Figure 1. Local utilization.
The die is cut into 8 by 8 equal tiles; white is low, dark blue is high, 0 to 100% covered.
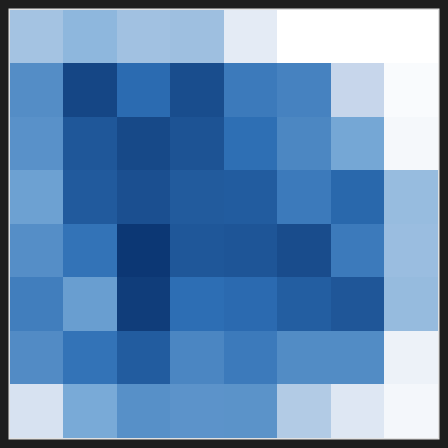
Figure 2. The metal 1 layer.
Supply wires on this layer in grey.
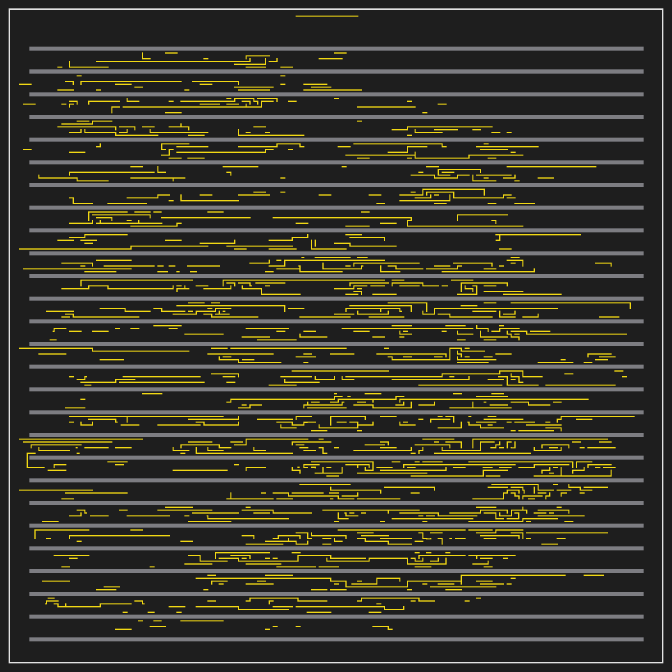
Figure 3. Routing congestion map.
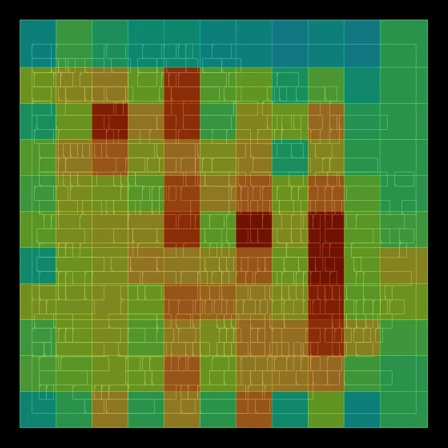
<file path="config.mk">
export PLATFORM = sky130hd
export DESIGN_NAME = gtxe2_chnl_tx_oob
export DESIGN_NICKNAME = d
export VERILOG_FILES = /design/src/rtl/gtxe2_chnl_tx_oob.sv
export SDC_FILE = /design/constraint.sdc
export NUM_CORES = 1
export LEC_CHECK = 0
export ABC_AREA = 1
export CORE_MARGIN = 2
export CORE_UTILIZATION = 45
export CTS_CLUSTER_DIAMETER = 200
export DETAILED_ROUTE_END_ITERATION = 7
export MAX_ROUTING_LAYER = met4
export PLACE_DENSITY_LB_ADDON = 0.25
export SLEW_MARGIN = 20
export SYNTH_ARGS = -nofsm -noshare
export SYNTH_HDL_FRONTEND = slang
export SYNTH_SLANG_ARGS = --single-unit
</file>
<file path="constraint.sdc">
create_clock -name clk -period 1.89 [get_ports clk]
set_input_delay 0.567 -clock clk [delete_from_list [all_inputs] [get_ports clk]]
set_output_delay 0.567 -clock clk [all_outputs]
set_load 0.005 [all_outputs]
</file>
<file path="src/rtl/gtxe2_chnl_tx_oob.sv">
// gtxe2_chnl_tx_oob
// OOB burst sequencer ahead of the GTXE2 TX serializer. A rising edge on
// txcominit / txcomwake plays burst_seq_len pairs of (burst_word burst,
// electrical-idle gap) into the serializer and then pulses txcomfinish.
// Outside a sequence, txdata / txelecidle pass through with one clock of latency.
// Optional feature macro: GTXE2_CHNL_TX_OOB_SAS_EN adds the txcomsas request
// and the sas_gap_len parameter.
module gtxe2_chnl_tx_oob #(
   parameter int              width         = 20,
   parameter int              burst_len     = 16,
   parameter int              init_gap_len  = 48,
   parameter int              wake_gap_len  = 16,
`ifdef GTXE2_CHNL_TX_OOB_SAS_EN
   parameter int              sas_gap_len   = 144,
`endif
   parameter int              burst_seq_len = 6,
   parameter logic [width-1:0] burst_word   = 20'hA8B53
) (
   input  logic             clk,
   input  logic             reset,
   input  logic [width-1:0] txdata,
   input  logic             txelecidle,
   input  logic             txcominit,
   input  logic             txcomwake,
`ifdef GTXE2_CHNL_TX_OOB_SAS_EN
   input  logic             txcomsas,
`endif
   output logic [width-1:0] ser_data,
   output logic             ser_idle,
   output logic             txcomfinish,
   output logic             oob_busy
);

   typedef enum logic [1:0] {
      ST_IDLE  = 2'd0,
      ST_BURST = 2'd1,
      ST_GAP   = 2'd2
   } state_t;

   typedef enum logic [1:0] {
      KIND_INIT = 2'd0,
      KIND_WAKE = 2'd1,
      KIND_SAS  = 2'd2
   } kind_t;

   state_t             state_r, state_s;
   kind_t              kind_r, kind_s, start_kind_s;
   logic [15:0]        phase_r, phase_s;
   logic [3:0]         burst_cnt_r, burst_cnt_s;
   logic [3:0]         burst_inc_s;
   logic [15:0]        gap_last_s;
   logic               init_prev_r, wake_prev_r;
   logic               init_edge_s, wake_edge_s;
   logic               start_s;
   logic [width-1:0]   ser_data_r, ser_data_s;
   logic               ser_idle_r, ser_idle_s;
   logic               finish_r, finish_s;
   logic               busy_r, busy_s;
`ifdef GTXE2_CHNL_TX_OOB_SAS_EN
   logic               sas_prev_r;
   logic               sas_edge_s;
`endif

   // Rising-edge detection: input high now, low on the previous clock.
   assign init_edge_s = txcominit & ~init_prev_r;
   assign wake_edge_s = txcomwake & ~wake_prev_r;
`ifdef GTXE2_CHNL_TX_OOB_SAS_EN
   assign sas_edge_s  = txcomsas & ~sas_prev_r;
`endif

   assign burst_inc_s = burst_cnt_r + 4'd1;

   // Request arbitration: INIT beats WAKE beats SAS; losing edges are dropped.
   always_comb begin
      start_s      = 1'b0;
      start_kind_s = KIND_INIT;
      if (init_edge_s) begin
         start_s      = 1'b1;
         start_kind_s = KIND_INIT;
      end else if (wake_edge_s) begin
         start_s      = 1'b1;
         start_kind_s = KIND_WAKE;
`ifdef GTXE2_CHNL_TX_OOB_SAS_EN
      end else if (sas_edge_s) begin
         start_s      = 1'b1;
         start_kind_s = KIND_SAS;
`endif
      end else begin
         start_s      = 1'b0;
         start_kind_s = KIND_INIT;
      end
   end

   // Last phase-counter value of a gap for the sequence kind in flight.
   always_comb begin
      gap_last_s = 16'(init_gap_len - 1);
      case (kind_r)
         KIND_INIT: gap_last_s = 16'(init_gap_len - 1);
         KIND_WAKE: gap_last_s = 16'(wake_gap_len - 1);
`ifdef GTXE2_CHNL_TX_OOB_SAS_EN
         KIND_SAS:  gap_last_s = 16'(sas_gap_len - 1);
`endif
         default:   gap_last_s = 16'(init_gap_len - 1);
      endcase
   end

   // Next-state logic plus next values of the registered serializer outputs.
   always_comb begin
      state_s     = state_r;
      kind_s      = kind_r;
      phase_s     = phase_r;
      burst_cnt_s = burst_cnt_r;
      finish_s    = 1'b0;
      ser_data_s  = txdata;
      ser_idle_s  = txelecidle;
      busy_s      = 1'b0;

      case (state_r)
         ST_IDLE: begin
            if (start_s) begin
               state_s     = ST_BURST;
               kind_s      = start_kind_s;
               phase_s     = 16'd0;
               burst_cnt_s = 4'd0;
            end else begin
               state_s     = ST_IDLE;
            end
         end
         ST_BURST: begin
            if (phase_r == 16'(burst_len - 1)) begin
               state_s = ST_GAP;
               phase_s = 16'd0;
            end else begin
               phase_s = phase_r + 16'd1;
            end
         end
         ST_GAP: begin
            if (phase_r == gap_last_s) begin
               phase_s     = 16'd0;
               burst_cnt_s = burst_inc_s;
               if (burst_inc_s < 4'(burst_seq_len)) begin
                  state_s = ST_BURST;
               end else begin
                  state_s  = ST_IDLE;
                  finish_s = 1'b1;
               end
            end else begin
               phase_s = phase_r + 16'd1;
            end
         end
         default: begin
            state_s     = ST_IDLE;
            phase_s     = 16'd0;
            burst_cnt_s = 4'd0;
         end
      endcase

      // Outputs follow the state being entered so they line up with it.
      case (state_s)
         ST_BURST: begin
            ser_data_s = burst_word;
            ser_idle_s = 1'b0;
            busy_s     = 1'b1;
         end
         ST_GAP: begin
            ser_data_s = '0;
            ser_idle_s = 1'b1;
            busy_s     = 1'b1;
         end
         default: begin
            ser_data_s = txdata;
            ser_idle_s = txelecidle;
            busy_s     = 1'b0;
         end
      endcase
   end

   // State, counters, edge history and registered outputs.
   always_ff @(posedge clk or posedge reset) begin
      if (reset) begin
         state_r     <= ST_IDLE;
         kind_r      <= KIND_INIT;
         phase_r     <= 16'd0;
         burst_cnt_r <= 4'd0;
         init_prev_r <= 1'b1;
         wake_prev_r <= 1'b1;
`ifdef GTXE2_CHNL_TX_OOB_SAS_EN
         sas_prev_r  <= 1'b1;
`endif
         ser_data_r  <= '0;
         ser_idle_r  <= 1'b1;
         finish_r    <= 1'b0;
         busy_r      <= 1'b0;
      end else begin
         state_r     <= state_s;
         kind_r      <= kind_s;
         phase_r     <= phase_s;
         burst_cnt_r <= burst_cnt_s;
         init_prev_r <= txcominit;
         wake_prev_r <= txcomwake;
`ifdef GTXE2_CHNL_TX_OOB_SAS_EN
         sas_prev_r  <= txcomsas;
`endif
         ser_data_r  <= ser_data_s;
         ser_idle_r  <= ser_idle_s;
         finish_r    <= finish_s;
         busy_r      <= busy_s;
      end
   end

   assign ser_data    = ser_data_r;
   assign ser_idle    = ser_idle_r;
   assign txcomfinish = finish_r;
   assign oob_busy    = busy_r;

endmodule

</file>
==> results.sh <==
# yosys + openroad results
export IMPL_status="finished, violations left"
export IMPL_violations="setup timing"
export IMPL_viasPerCell=4.91
export IMPL_top_area_share_pct=45.6
export IMPL_routed_wl_mm=5.97
export IMPL_flop_area_sq_mm=0.00120
export IMPL_total_power_mw=1.99
export IMPL_cts_path_max_buffers=2
export IMPL_wl_met3_um=318
export IMPL_vdd_drop_max_mv=0.446
export IMPL_avgSynthCellArea_sq_um=8.23
export IMPL_cts_tree="yes"
export IMPL_cts_root_buf="clkbuf_8"
export IMPL_p_leak_nw=1.70
export IMPL_critPathCapture="ser_data[1]"
export IMPL_internal_power_mw=1.61
export IMPL_logic_gate_count=209
export IMPL_holdWs_ns=0.524
export IMPL_vias=2273
export IMPL_dpl_cell_count=447
export IMPL_tap_cells=70
export IMPL_synth_top_cells_by_area="dfrtp_1 (46%), nand2_1 (15%), inv_1 (5.9%)"
export IMPL_diodes=0
export IMPL_firstDrtPassIters=4
export IMPL_lay_top_count="nand2_1"
export IMPL_adder_share_pct=4.05
export IMPL_drc=0
export IMPL_top_layer="met4"
export IMPL_hold_buffers=0
export IMPL_die_y_um=78.1
export IMPL_worst_path_dominant_cell_family="simple AND/OR/NAND/NOR gates"
export IMPL_fin_cells=463
export IMPL_crit_arrival_ns=2.21
export IMPL_ys_sh_aoi_pct=7.65
export IMPL_mi_logic_area_sq_mm=0.00121
export IMPL_gr_usage_met1_pct=25.3
export IMPL_finalWorstSetupSlack_ns=-0.0779
export IMPL_inv_count=39
export IMPL_largest_area_cell="dfrtp_1"
export IMPL_gp_congestion=0.901
export IMPL_path_buffers=1
export IMPL_power_top_group="sequential cells"
export IMPL_ys_seq_share_pct=48.8
export IMPL_cpMaxStageDelayCell="dfrtp_1"
export IMPL_chipArea_sq_mm=0.00610
export IMPL_p_clk_uw=878
export IMPL_seq_cells=48
export IMPL_simple_gate_share_pct=29.6
export IMPL_flop_cell="dfrtp_1"
export IMPL_setup_viol=22
export IMPL_comb_power_share_pct=4.3
export IMPL_syn_inst=300
export IMPL_design_area_sq_mm=0.00362
export IMPL_fmax_mhz=508
export IMPL_n_all_buffers=89
export IMPL_async_flop_share_pct=100
export IMPL_finalSetupTns_ns=-1.06
export IMPL_worstSetupPathDepth=10
export IMPL_max_cap_viol_count=0
export IMPL_dpl_cell_area_sq_mm=0.00330
export IMPL_relSlewSlack_pct=77.6
export IMPL_lay_top_cells="nand2_1 (87), clkdlybuf4s50_1 (46), dfrtp_1 (45)"
export IMPL_drtIter0Drc=55
export IMPL_period_used_pct=104
export IMPL_area_growth_pct=46.4
export IMPL_rows=26
export IMPL_hp_start="burst_cnt_r[3]"
export IMPL_power_switching_uw=382
export IMPL_met1Wirelength_mm=2.59
export IMPL_cpPeakStageDelay_ns=0.41
export IMPL_grt_usage_pct=21.3
export IMPL_layout_min_cycle_time_ns=1.97
export IMPL_hold_path_class="flip-flop to flip-flop"
export IMPL_grt_overflow_total=0
export IMPL_drtAntennaViolNets=0
export IMPL_crit_chain="inv_1, nand3_1, nor2_4, nand3_2, nand2_1, nand3_2, a21oi_1, ha_1, nand2_4, nand2_1"
export IMPL_die_x_um=78.1
export IMPL_clk_share_pct=3.67
export IMPL_top_usage_layer="met2"
export IMPL_fp_util_pct=47.5
export IMPL_grt_pass1_vias=2294
export IMPL_required_ns=2.13
export IMPL_whs_endpoint="burst_cnt_r[3]"
Back to the opening pictures, Figure 1:
nearly empty tiles: 4.7%
densest ninth of the die: centre
emptiest ninth of the die: north-east
tiles over 75% full: 33%

Back to the opening pictures, Figure 2:
nets with wire on the layer: 381
wire length on this layer: 2590 um

Back to the opening pictures, Figure 3:
per-cell routed wire length: 12.9 um
met3 Track Usage GR: 4.25%

